==> config.mk <==
export PLATFORM = sky130hd
export DESIGN_NAME = anc_frame_sched
export DESIGN_NICKNAME = d
export VERILOG_FILES = /design/src/rtl/anc_pkg.sv /design/src/rtl/anc_tap_cnt.sv /design/src/rtl/anc_frame_sched.sv
export SDC_FILE = /design/constraint.sdc
export NUM_CORES = 1
export LEC_CHECK = 0
export ABC_AREA = 1
export ABC_CLOCK_PERIOD_IN_PS = 1700
export CAP_MARGIN = 20
export CELL_PAD_IN_SITES_DETAIL_PLACEMENT = 0
export CELL_PAD_IN_SITES_GLOBAL_PLACEMENT = 1
export CORE_MARGIN = 5
export CORE_UTILIZATION = 34
export CTS_CLUSTER_DIAMETER = 100
export DETAILED_ROUTE_END_ITERATION = 16
export HOLD_SLACK_MARGIN = 0.06
export PLACE_DENSITY_LB_ADDON = 0.1
export SYNTH_ARGS = -nofsm -noshare
export SYNTH_HDL_FRONTEND = slang
export SYNTH_SLANG_ARGS = --single-unit
export TNS_END_PERCENT = 5
==> constraint.sdc <==
create_clock -name clk -period 1.7 [get_ports clk]
set_clock_uncertainty 0.1 [all_clocks]
set_input_delay 0.17 -clock clk [delete_from_list [all_inputs] [get_ports clk]]
set_output_delay 0.17 -clock clk [all_outputs]
set_load 0.1 [all_outputs]
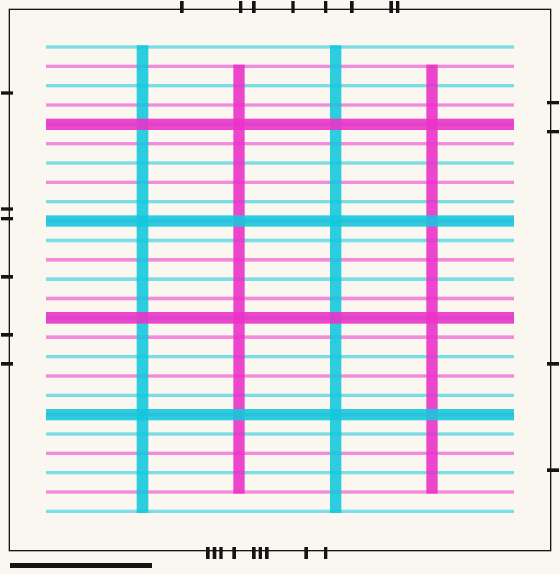
Fig. 1. Power grid.
The bar under the picture is 20 um long. Pins as bars on the die edge.
legend:
  VDD:
    colour: magenta
  VSS:
    colour: cyan
met5 straps: 4
met1 rails: 25
met4 straps: 4
signal pins: 27
rows: 24
Chip Width: 75.9 um
Chip Height: 75.9 um
core box area: 4290 um^2
Max VDD drop: 0.000758 V

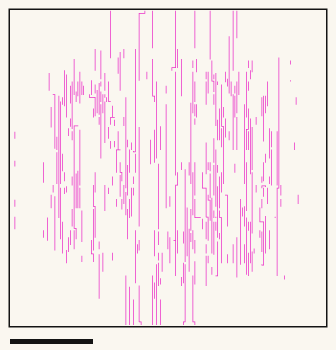
Fig. 2. The metal 2 layer.
The bar under the picture is 20 um long.
wire length on this layer: 1860 um
main direction: vertical
met2 Usage GRT: 0.208
drt total wl: 3580 um

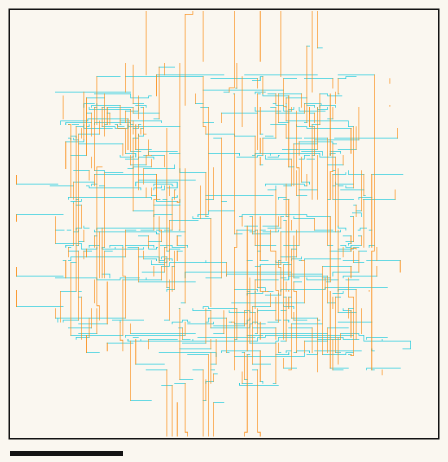
Fig. 3. Metal layers overlaid.
The bar under the picture is 20 um long. Two of the layers only.
legend:
  met2:
    colour: orange
    wire_length: 1860 um
  met1:
    colour: cyan
    wire_length: 1610 um
Via Count: 1404
gr usage total: 0.123
drt wl/cell: 12.1 um

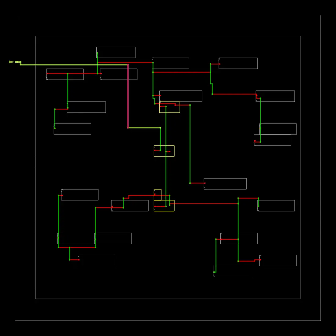
Fig. 4. Clock routing.
TritonCTS Buffers: 3
Flops: 21
Clock group: 0.000343 W

==> flow_summary_export.csv <==
group,metric,value,unit
setup_path,cp_top_family,"buffers and inverters",
floorplanning,die_area,5760,um^2
yosys,yosys.stat.seqShare,0.356,
place,dp_hpwl,2760,um
power_and_ir_drop,power.density,1800,nW/um^2
clock_tree,clockBufferDepth,2,
setup_path,worstSetupPathType,"reg2out",
power_and_ir_drop,p_leak,1.07,nW
power_and_ir_drop,power.total,0.00403,W
clock_tree,insertion_delay,0.26,ns
yosys,top_area_frac,0.356,
setup_path,timing.critical_path.buf_inv,3,
final_timing,hold_viol_final,0,
cells_and_area,syn_to_final_growth,51.1,%
yosys,common_cells,"67 x nand2_1, 23 x inv_1, 23 x nand3_1, 21 x dfrtp_1, 11 x nor2_1",
yosys,async_flop_share,1.00,
setup_path,crit_arrival,1.43,ns
final_timing,setup_viol,0,
clock_tree,clock_sinks,21,
floorplanning,rows,24,
setup_path,endpoint_kind,"primary output",
final_timing,setup-tns-final,0,ns
place,gp_congestion,0.831,
yosys,synth_area_per_cell,7.35,um^2
yosys,synth.ff_latch_count,21,
cells_and_area,largest_reg_flops,8,
run,warning_count,29,
cells_and_area,fin_nets,255,
cells_and_area,drive_above_1_share,0.332,
grt,antenna_found_initial,0,
outcome,status,"finished clean",
detailed_routing,vias_per_cell,4.74,
==> worst reg2reg max path: cells and delay by family, from the launching register on <==
kind / cells / cell delay (ns)
and+or+nand+nor: 5 / 0.56
DFF: 1 / 0.44
adders and majority gates: 2 / 0.34
buffers and inverters: 2 / 0.18
==> what timing repair did <==
item / in CTS / in global routing
gates resized: 8 / 9
cloned: 0 / 0
setup endpoints to repair: 17 / 18
setup buffers: 0 / 9
pin swaps: 2 / 13
==> through the flow <==
stage          worst slack (ns)  hold WS, ns  instance area (um^2)  instances
6_report               0.000708        0.159                  2230        296
2_1_floorplan            -0.243       -0.226                  1510        201
3_5_place_dp            -0.0571        0.434                  2060        283
4_1_cts                 -0.0212        0.168                  2120        287
5_1_grt                 -0.0695        0.187                  2230        296
3_3_place_gp            -0.0225        0.417                  2060        283
==> power by group <==
| part | switching [W] | total, W | internal (W) |
|---|---|---|---|
| sequential | 0.000194 | 0.000858 | 0.000664 |
| clock | 0.000180 | 0.000343 | 0.000164 |
| combinational | 0.00182 | 0.00283 | 0.00100 |
==> cells in the final DEF (no fill, tap or decap), types with 3 or more instances in the layout <==
master | synthesis | layout
a21oi_1 | 3 | 3
buf_12 | 0 | 20
buf_4 | 1 | 16
clkbuf_8 | 0 | 3
clkdlybuf4s50_1 | 0 | 6
dfrtp_1 | 21 | 14
dfrtp_2 | 0 | 5
inv_1 | 23 | 20
inv_2 | 3 | 4
nand2_1 | 67 | 66
nand2_4 | 2 | 3
nand3_1 | 23 | 22
nand3_2 | 2 | 3
nand3_4 | 3 | 3
nand4_1 | 8 | 8
nor2_1 | 11 | 9
nor2_2 | 3 | 3
nor2_4 | 3 | 5
o21ai_0 | 7 | 7
xor2_1 | 3 | 3
==> layer usage <==
layer | share of wire | routed length, um | vias up | global-route usage
met1 | 0.45 | 1610 | 662 | 0.158
met4 | 0.0042 | 15 | 0 | 0.0338
li1 | - | - | 728 | -
met2 | 0.52 | 1860 | 12 | 0.208
met3 | 0.026 | 93 | 2 | 0.0261
met5 | 0 | 0 | - | 0
==> logic make-up (layout without fill, tap and decap cells) <==
group	after synthesis	in the layout	synth area share
AOI/OAI and AO/OA	14	14	0.0525
DFF	21	21	0.356
buffers and inverters	31	74	0.0999
and+or+nand+nor	129	129	0.449
adders and majority gates	3	3	0.0254
xor gates and xnor gates	3	3	0.0178
==> layout make-up <==
| type | instances | area [um^2] |
|---|---|---|
| fill | 408 | 2060 |
| multi-input combinational | 149 | 880 |
| timing repair buffer | 43 | 592 |
| sequential | 21 | 539 |
| inverter | 27 | 111 |
| tap | 52 | 65.1 |
| clock buffer | 3 | 41.3 |
| clock inverter | 1 | 5.00 |
Power is estimated from default activity; no workload was simulated.
